===== src/rtl/corepwm_tach_gen.sv =====
// corepwm_tach_gen: tachometer pulse generator for fan emulation and loopback
// self-test. Produces a pulse train on TACHOUT whose leading-edge spacing is
// per_s ticks and whose active width is high_s ticks of tach_cnt_clk.
// Continuous and burst modes are supported. PERIOD/HIGHDUR updates are
// deferred to a period boundary so a pulse is never cut short or stretched.
module corepwm_tach_gen #(
  parameter int PW = 16,
  parameter int BW = 8
) (
  input  logic          PCLK,
  input  logic          PRESETN,
  input  logic          tach_cnt_clk,
  input  logic          TACHGEN_EN,
  input  logic          TACHGEN_MODE,
  input  logic          TACH_EDGE,
  input  logic [PW-1:0] PERIOD,
  input  logic [PW-1:0] HIGHDUR,
  input  logic [BW-1:0] BURSTCNT,
  input  logic          load,
  output logic          TACHOUT,
  output logic          busy,
  output logic          done,
  output logic [PW-1:0] PULSECNT
);

  typedef enum logic [1:0] {
    ST_IDLE     = 2'd0,
    ST_ACTIVE   = 2'd1,
    ST_INACTIVE = 2'd2
  } state_t;

  state_t        state_reg, state_next;
  logic [PW-1:0] cnt_reg, cnt_next;
  logic [PW-1:0] per_s_reg, per_s_next;
  logic [PW-1:0] high_s_reg, high_s_next;
  logic [PW-1:0] pulse_reg, pulse_next;
  logic [BW-1:0] burst_reg, burst_next;
  logic          busy_reg, busy_next;
  logic          done_reg, done_next;
  logic          upd_pend_reg, upd_pend_next;

  // Clamped candidate shadow values: period of at least 2 ticks, active
  // width of at least 1 tick, and always at least 1 inactive tick.
  logic [PW-1:0] per_clamp;
  logic [PW-1:0] high_min1;
  logic [PW-1:0] high_clamp;

  assign per_clamp  = (PERIOD < PW'(2)) ? PW'(2) : PERIOD;
  assign high_min1  = (HIGHDUR == '0) ? PW'(1) : HIGHDUR;
  assign high_clamp = (high_min1 > (per_clamp - PW'(1))) ? (per_clamp - PW'(1)) : high_min1;

  logic [PW-1:0] cnt_inc;
  logic [BW-1:0] burst_inc;
  logic          boundary;

  assign cnt_inc   = cnt_reg + PW'(1);
  // BW-bit wrap makes BURSTCNT == 0 naturally mean 2^BW pulses.
  assign burst_inc = burst_reg + BW'(1);
  assign boundary  = (cnt_reg == (per_s_reg - PW'(1)));

  // State and datapath registers, reset to idle with default shadows.
  always_ff @(posedge PCLK or negedge PRESETN) begin
    if (!PRESETN) begin
      state_reg    <= ST_IDLE;
      cnt_reg      <= '0;
      per_s_reg    <= PW'(2);
      high_s_reg   <= PW'(1);
      pulse_reg    <= '0;
      burst_reg    <= '0;
      busy_reg     <= 1'b0;
      done_reg     <= 1'b0;
      upd_pend_reg <= 1'b0;
    end else begin
      state_reg    <= state_next;
      cnt_reg      <= cnt_next;
      per_s_reg    <= per_s_next;
      high_s_reg   <= high_s_next;
      pulse_reg    <= pulse_next;
      burst_reg    <= burst_next;
      busy_reg     <= busy_next;
      done_reg     <= done_next;
      upd_pend_reg <= upd_pend_next;
    end
  end

  // Next-state logic: everything advances only on tick cycles, except that
  // a load strobe is remembered on any cycle until the next boundary.
  always_comb begin
    state_next    = state_reg;
    cnt_next      = cnt_reg;
    per_s_next    = per_s_reg;
    high_s_next   = high_s_reg;
    pulse_next    = pulse_reg;
    burst_next    = burst_reg;
    busy_next     = busy_reg;
    done_next     = 1'b0;
    upd_pend_next = upd_pend_reg | load;

    case (state_reg)
      ST_IDLE: begin
        if (tach_cnt_clk && TACHGEN_EN) begin
          per_s_next    = per_clamp;
          high_s_next   = high_clamp;
          cnt_next      = '0;
          pulse_next    = '0;
          burst_next    = '0;
          busy_next     = 1'b1;
          upd_pend_next = 1'b0;
          state_next    = ST_ACTIVE;
        end
      end

      ST_ACTIVE, ST_INACTIVE: begin
        if (tach_cnt_clk) begin
          if (boundary) begin
            cnt_next   = '0;
            pulse_next = pulse_reg + PW'(1);
            burst_next = burst_inc;
            if (TACHGEN_MODE && (burst_inc == BURSTCNT)) begin
              done_next  = 1'b1;
              busy_next  = 1'b0;
              state_next = ST_IDLE;
            end else if (!TACHGEN_EN) begin
              busy_next  = 1'b0;
              state_next = ST_IDLE;
            end else begin
              // A load on this very cycle counts as pending too.
              if (upd_pend_reg || load) begin
                per_s_next    = per_clamp;
                high_s_next   = high_clamp;
                upd_pend_next = 1'b0;
              end
              state_next = ST_ACTIVE;
            end
          end else begin
            cnt_next = cnt_inc;
            if (cnt_inc == high_s_reg) begin
              state_next = ST_INACTIVE;
            end
          end
        end
      end

      default: begin
        state_next = ST_IDLE;
      end
    endcase
  end

  // The active phase is held in state_reg; the level is mapped through
  // TACH_EDGE so idle (and reset) shows the inactive level and polarity
  // follows TACH_EDGE without waiting for a tick.
  assign TACHOUT  = (state_reg == ST_ACTIVE) ? TACH_EDGE : ~TACH_EDGE;
  assign busy     = busy_reg;
  assign done     = done_reg;
  assign PULSECNT = pulse_reg;

endmodule


===== config.mk =====
export PLATFORM = sky130hd
export DESIGN_NAME = corepwm_tach_gen
export DESIGN_NICKNAME = d
export VERILOG_FILES = /design/src/rtl/corepwm_tach_gen.sv
export SDC_FILE = /design/constraint.sdc
export NUM_CORES = 1
export LEC_CHECK = 0
export ABC_AREA = 0
export CAP_MARGIN = 20
export CORE_MARGIN = 1
export CORE_UTILIZATION = 30
export DETAILED_ROUTE_END_ITERATION = 12
export GPL_TIMING_DRIVEN = 0
export MAX_ROUTING_LAYER = met4
export PLACE_DENSITY = 0.57
export RECOVER_POWER = 25
export SKIP_CTS_REPAIR_TIMING = 1
export SKIP_LAST_GASP = 1
export SYNTH_ARGS = -nofsm -noshare
export SYNTH_HDL_FRONTEND = slang
export SYNTH_SLANG_ARGS = --single-unit

===== constraint.sdc =====
create_clock -name PCLK -period 5.5 [get_ports PCLK]
set_clock_uncertainty 0.2 [all_clocks]
set_input_delay 1.1 -clock PCLK [delete_from_list [all_inputs] [get_ports PCLK]]
set_output_delay 1.1 -clock PCLK [all_outputs]
set_load 0.02 [all_outputs]

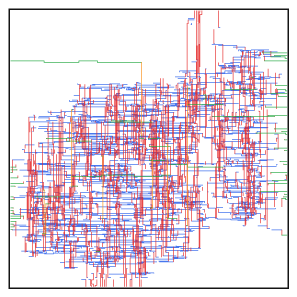
(images/metal_stack.png)
Scale: 2 px per um.
met1 -> blue  # wire length 7250 um
met3 -> green  # wire length 542 um
met2 -> red  # wire length 6950 um
met4 -> orange  # wire length 274 um

==> run notes <==
Results of the run.

The run finished, with violations left. The final reports fail on design-rule violations, max-capacitance violations, max-slew violations. Cell internal power was estimated by the tool at 1610 uW.

In this run the deepest clock path goes through 2 buffers. The warning count from the yosys run is 0. The startpoint of the worst-slack reg-to-reg timing path is per_s_reg[3]$_DFFE_PN0P_.

The routed layout reports a DRC error count of 5. The layout report lists the combined flip-flop and latch area as 1930 um^2. Ranked by instance count, the synthesized netlist is headed by 75 x sky130_fd_sc_hd__dfrtp_1, 52 x sky130_fd_sc_hd__xnor2_1, 44 x sky130_fd_sc_hd__clkbuf_1.

The number of antenna violations at the first check in global routing is 0. Combinational power for this build is 1190 uW. Per the layout area report, the combinational gate area comes to 3540 um^2.

The maximum single-stage delay on the critical path is between 0.5 and 0.6 ns. The biggest fanout along the worst timing path is 6. The final number of max-transition violations is around 54. Sequential cells consume a total of 912 uW. The critical setup path kind is in -> reg. The insertion delay of the later-clocked pin in the worst-skew pair is 0.35 ns. The worst setup path is captured at a flop. For the worst setup path, the data required time is 5.54 ns.

In the hold timing report, the worst path depth is 1. The clock transition time at the flip-flop clock pins of the worst setup and hold paths is 0.06 ns. The slew check shows that the tightest pin keeps a relative margin of -95.8%. The final power report lists total power as 2670 uW.

Post-route period utilization is reported as 98.6%. The final weighted congestion of routability-driven global placement is 0.875. Broken down by cell family, the worst path's largest delay share belongs to simple AND/OR/NAND/NOR gates. Per the run summary, max-cap violations total 1. The library cell used most frequently in the layout, excluding fill and tap cells, is sky130_fd_sc_hd__dfrtp_1. The placement-stage cell area is 6610 um^2. Among the stages of the critical path, the cell type that occurs most often is sky130_fd_sc_hd__or4_4. Sequential cells account for 34.2% of the total power. The half-perimeter wire length after placement is 11500 um. The routed length on met2 is 6950 um. The region available for standard cell placement spans approximately 18000 um^2. The count of inserted antenna diode cells is 0.

The number of clock sinks is 77. The count of buffers added on input and output ports is 65. Among all stages on the critical path, the largest delay is contributed by sky130_fd_sc_hd__or4_4. The destination of the worst register-to-register timing path is high_s_reg[2]$_DFFE_PN0P_. Of all power groups, the one with the highest power is combinational cells.

The share of post-route cells with drive strength above 1 is 13.3%. The end point of the critical path is high_s_reg[15]$_DFFE_PN0P_. The sequential area share after synthesis is 34.4%. Across all hold checks on the routed design, the worst slack comes to ~0.31 ns.

At the floorplan stage, the core utilization is reported as 30.9%. TritonCTS built the clock tree. The switching power summed over all nets is between 1000 and 1500 uW. The main area contributors are sky130_fd_sc_hd__dfrtp_1 33%, sky130_fd_sc_hd__xnor2_1 8.1%, sky130_fd_sc_hd__mux2_2 5.4%, sky130_fd_sc_hd__ha_1 5.4%, sky130_fd_sc_hd__o21ai_0 3.8%. The signal on the critical path passes through buf_8 -> or4_4 -> or4_4 -> buf_6 -> or4_4 -> o31a_1 -> inv_2 -> ha_4 -> nand2b_4 -> nor3_4 -> xnor2_2 -> ha_2 -> a21o_1 -> a21o_1 -> a211o_1 -> o211ai_1 -> a31oi_4 -> buf_6 -> mux2i_4 -> mux2_4. Per the post-synthesis report, the nets total 701. The count of flip-flops with a built-in enable after synthesis is 0. With fillers left out, the area of the finished cells amounts to 7070 um^2. Summing over every cut layer, the via total after detailed routing is 4916.

The OpenROAD report gives the critical path a data arrival time of 5.46 ns. For this run, asynchronously set or reset flops after synthesis account for 100%. The clock tree synthesis step divided the H-tree into 3 levels. The number of synthesized register bits is 77. The number of nets in the finished design is 790. The number of global-route vias before repair came to 4729. The synthesis-to-layout area growth is 26.2%. Signal nets in the final route climb as high as met4. The die boundary width is about 140 um.

The count of warning messages emitted by the tools is 29. Entering global routing, the biggest net connects 54 pins. Counting the buffers created by CTS gives 9. The overall track demand over capacity in global routing is 16.6%.
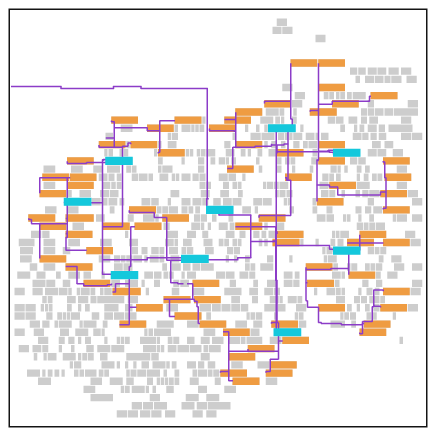
(images/clock_map.png)
Scale: 3 px per um.
cells driving clock nets -> cyan  # count 9
flip-flops -> orange  # count 77
clock wires -> purple  # length 1200 um
routed clock nets = 10

-- area by class of cell --
class | instances | area share [%]
multi-input combinational | 488 | 50.1
sequential | 77 | 27.3
timing repair buffer | 78 | 10.7
tap | 229 | 4.05
clock buffer | 11 | 3.43
buffer | 50 | 3.17
inverter | 15 | 0.796
clock inverter | 5 | 0.495
-- per-layer routing --
layer	GRT usage, %	vias up
li1	-	2438
met1	21.4	2366
met2	26.1	92
met3	3.14	20
met4	5.50	0
met5	-	-
-- per-stage QoR --
stage	TNS, ns	setup WS (ns)
final	0	0.0756
after global routing	-0.578	-0.0724
after CTS	-11.88	-0.779
after detailed placement	-17.73	-1.15
after global placement	-16.83	-1.09
after floorplan	0	0.00340
-- worst min path at each step --
stage	from	slack (ns)	endpoint
2_1_floorplan	upd_pend_reg$_DFF_PN0_	0.28	upd_pend_reg$_DFF_PN0_
3_3_place_gp	upd_pend_reg$_DFF_PN0_	0.29	upd_pend_reg$_DFF_PN0_
3_5_place_dp	high_s_reg[12]$_DFFE_PN0P_	0.31	high_s_reg[12]$_DFFE_PN0P_
4_1_cts	high_s_reg[12]$_DFFE_PN0P_	0.32	high_s_reg[12]$_DFFE_PN0P_
5_1_grt	high_s_reg[12]$_DFFE_PN0P_	0.35	high_s_reg[12]$_DFFE_PN0P_
6_report	high_s_reg[12]$_DFFE_PN0P_	0.31	high_s_reg[12]$_DFFE_PN0P_
-- cell families after synthesis --
kind of cell             Yosys count  synth area share (%)
AND-OR/OR-AND                    132                  15.0
XOR/XNOR                          74                  12.1
adder cells (fa/ha/maj)           24                  5.36
buffers and inverters             65                  4.46
flip-flops                        77                  34.4
multiplexers                      38                  7.48
AND/OR/NAND/NOR                  220                  21.2
Power and IR drop assume default switching activity.
